### src/rtl/serial_arith_pkg.sv
// Shared definitions for the bit-serial subtractor: FSM state encoding,
// default operand width and the bit-counter width helper.
package serial_arith_pkg;

    // Default operand width in bits
    localparam int unsigned SUB_WIDTH_DEFAULT = 8;

    // Legal operand width range
    localparam int unsigned SUB_WIDTH_MIN = 2;
    localparam int unsigned SUB_WIDTH_MAX = 32;

    // Control FSM states, 2-bit encoding
    typedef enum logic [1:0] {
        IDLE  = 2'd0,
        SHIFT = 2'd1,
        DONE  = 2'd2
    } sub_state_t;

    // Bit-counter width: must be able to hold the value WIDTH itself
    function automatic int unsigned sub_cnt_width(input int unsigned width);
        return $clog2(width + 1);
    endfunction

endpackage

### src/rtl/full_subtractor.sv
// Single-bit full subtractor: diff = a - b - bin, with borrow-out.
module full_subtractor (
    input  logic a,
    input  logic b,
    input  logic bin,
    output logic diff,
    output logic bout
);

    // Difference bit and borrow-out for one bit position
    always_comb begin
        diff = a ^ b ^ bin;
        bout = (~a & b) | (~(a ^ b) & bin);
    end

endmodule

### src/rtl/serial_subtractor.sv
// Bit-serial subtractor: computes a - b modulo 2^WIDTH one bit per clock,
// LSB first, then publishes diff/borrow (and optionally ovf) together.
// Optional feature: define SERIAL_SUB_OVF_EN to enable the signed
// overflow flag; otherwise ovf is tied low and no overflow logic exists.
module serial_subtractor
    import serial_arith_pkg::*;
#(
    parameter int unsigned WIDTH = SUB_WIDTH_DEFAULT
) (
    input  logic             clk,
    input  logic             rst,
    input  logic             start,
    input  logic [WIDTH-1:0] a,
    input  logic [WIDTH-1:0] b,
    output logic             busy,
    output logic             done,
    output logic [WIDTH-1:0] diff,
    output logic             borrow,
    output logic             ovf
);

    localparam int unsigned CNT_W = sub_cnt_width(WIDTH);

    if ((WIDTH < SUB_WIDTH_MIN) || (WIDTH > SUB_WIDTH_MAX)) begin : g_width_check
        $error("serial_subtractor: WIDTH out of range");
    end

    sub_state_t state_q, state_d;

    logic [CNT_W-1:0] cnt_q, cnt_d;
    logic [WIDTH-1:0] a_sh_q, a_sh_d;
    logic [WIDTH-1:0] b_sh_q, b_sh_d;
    logic [WIDTH-1:0] res_q, res_d;
    logic             bin_q, bin_d;
    logic [WIDTH-1:0] diff_q, diff_d;
    logic             borrow_q, borrow_d;

    logic fs_diff;
    logic fs_bout;
    logic last_bit;
    logic accept;

    // Oldest result bit falls off the bottom of the shift register
    logic unused_res_lsb;
    assign unused_res_lsb = res_q[0];

    full_subtractor u_fs (
        .a    (a_sh_q[0]),
        .b    (b_sh_q[0]),
        .bin  (bin_q),
        .diff (fs_diff),
        .bout (fs_bout)
    );

    assign last_bit = (cnt_q == CNT_W'(WIDTH - 1));
    assign accept   = (state_q == IDLE) && start;

    // FSM state register
    always_ff @(posedge clk or posedge rst) begin
        if (rst) begin
            state_q <= IDLE;
        end else begin
            state_q <= state_d;
        end
    end

    // FSM next-state logic
    always_comb begin
        state_d = state_q;
        unique case (state_q)
            IDLE:    if (start)    state_d = SHIFT;
            SHIFT:   if (last_bit) state_d = DONE;
            DONE:                  state_d = IDLE;
            default:               state_d = IDLE;
        endcase
    end

    // FSM outputs: busy through SHIFT and DONE, done only in DONE
    always_comb begin
        busy = 1'b0;
        done = 1'b0;
        unique case (state_q)
            IDLE:    ;
            SHIFT:   busy = 1'b1;
            DONE: begin
                busy = 1'b1;
                done = 1'b1;
            end
            default: ;
        endcase
    end

    // Datapath next-state: operand load, serial shift, result publish
    always_comb begin
        cnt_d    = cnt_q;
        a_sh_d   = a_sh_q;
        b_sh_d   = b_sh_q;
        res_d    = res_q;
        bin_d    = bin_q;
        diff_d   = diff_q;
        borrow_d = borrow_q;

        if (accept) begin
            a_sh_d = a;
            b_sh_d = b;
            res_d  = '0;
            cnt_d  = '0;
            bin_d  = 1'b0;
        end else if (state_q == SHIFT) begin
            a_sh_d = a_sh_q >> 1;
            b_sh_d = b_sh_q >> 1;
            res_d  = {fs_diff, res_q[WIDTH-1:1]};
            bin_d  = fs_bout;
            cnt_d  = cnt_q + CNT_W'(1);
            // Publish straight from the final bit so outputs change only once
            if (last_bit) begin
                diff_d   = {fs_diff, res_q[WIDTH-1:1]};
                borrow_d = fs_bout;
            end
        end
    end

    // Datapath registers
    always_ff @(posedge clk or posedge rst) begin
        if (rst) begin
            cnt_q    <= '0;
            a_sh_q   <= '0;
            b_sh_q   <= '0;
            res_q    <= '0;
            bin_q    <= 1'b0;
            diff_q   <= '0;
            borrow_q <= 1'b0;
        end else begin
            cnt_q    <= cnt_d;
            a_sh_q   <= a_sh_d;
            b_sh_q   <= b_sh_d;
            res_q    <= res_d;
            bin_q    <= bin_d;
            diff_q   <= diff_d;
            borrow_q <= borrow_d;
        end
    end

    assign diff   = diff_q;
    assign borrow = borrow_q;

`ifdef SERIAL_SUB_OVF_EN
    logic a_msb_q, a_msb_d;
    logic b_msb_q, b_msb_d;
    logic ovf_q, ovf_d;

    // Operand sign bits are kept aside since the shift registers lose them
    always_comb begin
        a_msb_d = a_msb_q;
        b_msb_d = b_msb_q;
        ovf_d   = ovf_q;
        if (accept) begin
            a_msb_d = a[WIDTH-1];
            b_msb_d = b[WIDTH-1];
        end else if ((state_q == SHIFT) && last_bit) begin
            ovf_d = (a_msb_q != b_msb_q) && (fs_diff != a_msb_q);
        end
    end

    // Overflow registers
    always_ff @(posedge clk or posedge rst) begin
        if (rst) begin
            a_msb_q <= 1'b0;
            b_msb_q <= 1'b0;
            ovf_q   <= 1'b0;
        end else begin
            a_msb_q <= a_msb_d;
            b_msb_q <= b_msb_d;
            ovf_q   <= ovf_d;
        end
    end

    assign ovf = ovf_q;
`else
    assign ovf = 1'b0;
`endif

endmodule
### config.mk
export PLATFORM = sky130hd
export DESIGN_NAME = serial_subtractor
export DESIGN_NICKNAME = d
export VERILOG_FILES = /design/src/rtl/serial_arith_pkg.sv /design/src/rtl/full_subtractor.sv /design/src/rtl/serial_subtractor.sv
export SDC_FILE = /design/constraint.sdc
export NUM_CORES = 1
export LEC_CHECK = 0
export CORE_ASPECT_RATIO = 0.9
export CORE_MARGIN = 10
export CORE_UTILIZATION = 35
export CTS_CLUSTER_DIAMETER = 120
export DETAILED_ROUTE_END_ITERATION = 16
export GPL_TIMING_DRIVEN = 1
export PLACE_DENSITY_LB_ADDON = 0.15
export SETUP_SLACK_MARGIN = 0.1
export SYNTH_ARGS = -nofsm -noshare
export SYNTH_HDL_FRONTEND = slang
export SYNTH_SLANG_ARGS = --single-unit
### constraint.sdc
create_clock -name clk -period 1.73 [get_ports clk]
set_clock_uncertainty 0.1 [all_clocks]
set_input_delay 0.2595 -clock clk [delete_from_list [all_inputs] [get_ports clk]]
set_output_delay 0.2595 -clock clk [all_outputs]
set_load 0.01 [all_outputs]
Sequential cells grouped by signal name:
Scale bar: 20 µm. Other sequential cells in the stronger grey, the rest of the logic in the fainter grey.
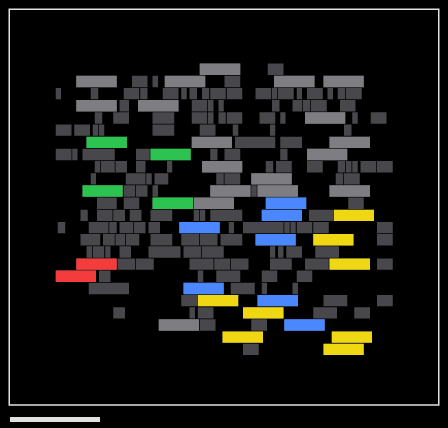
yellow -> diff  # flops 8, where lower right
green -> cnt_q  # flops 4
blue -> res_q  # flops 7
red -> state_q  # flops 2
not coloured = 18
seq pwr: 1460 µW
area taken by flip-flops and latches: 976 µm²
fraction of area in registers: 40.3%
final design utilization: 49.2%

Wiring by layer:
Two of the layers only.
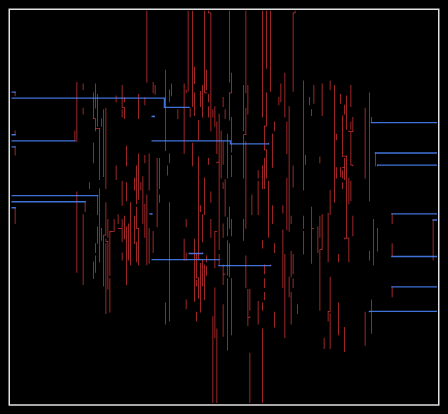
red -> metal 2  # wire length 1820 µm
blue -> metal 3  # wire length 237 µm

Clock wiring as the flow saved it:
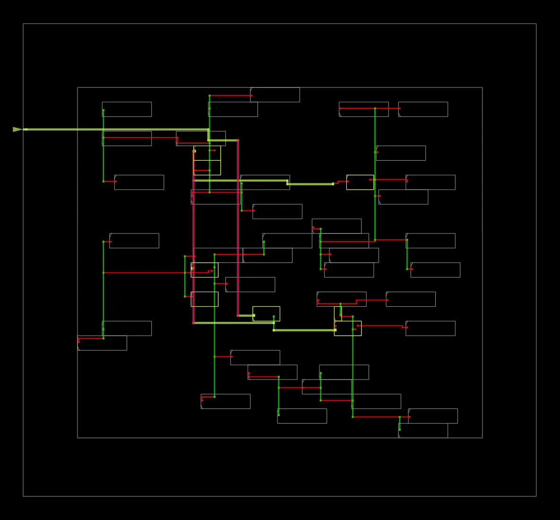
CTS sink count: 39
clock-net power: 662 µW
sequential cell count: 39
clock latency of the later-clocked register in the worst-skew pair: 0.29 ns

Placement density heat map:
Scale bar: 20 µm. The die is cut into 10 by 9 equal tiles; dark purple is low, yellow is high, 0 to 100% covered.
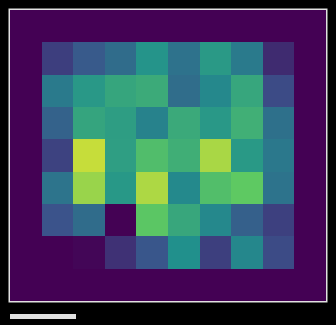
fullest tile = 91%
emptiest ninth of the die = lower left
densest ninth of the die = centre
floorplan utilization: 36.6%
core area: 4920 µm²

Signal metal coverage by tile:
The die is cut into 19 by 18 equal tiles; dark purple is low, yellow is high, scaled to the fullest tile. Values are wire area over tile area, all layers added.
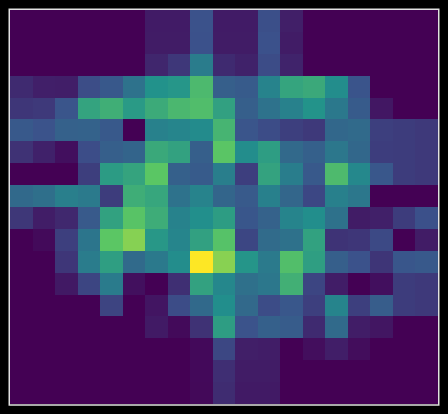
nearly empty tiles = 33%
emptiest ninth of the die = lower left
fullest tile = 0.34
mean over tiles = 0.071
tiles over half the peak = 13%

==> impl_metrics.toml <==
# yosys + openroad results
[run_status]
violations = "negative setup slack"
result_of_the_run = "finished, violations left"

[sta]
setup_viol = 8
timing.setup.tns_ns = -0.219
layout_setup_ws_ns = -0.0356
hold_viol_final = 0

[route]
met3_length_um = 236
detail_route.wirelength.met1_um = 1650

[cells_and_area]
tally_of_filler_cells_in_the_layout = 456
multiInputCombCellCount = 98
fin_nets = 221
final.clkbuf_count = 8

[grt]
gr-max-usage-layer = "met2"
pin_count_of_the_biggest_net_entering_global_routing = 45

[power_and_ir_drop]
switching_share_pct = 32.8
combPwrFrac_pct = 44.7

[setup_path]
path_delay_family = "simple AND/OR/NAND/NOR gates"

[synthesis]
synth.largest_area_cell = "sky130_fd_sc_hd__dfrtp_1"
avgSynthCellArea_um2 = 11.8
synth.cell_area_um2 = 1800
post_synth_net_total = 178

[die]
die_span_in_x_um = 95.6
number_of_placed_i_o_pins = 31
No activity file was given, so power comes from the tool's default toggle rates.
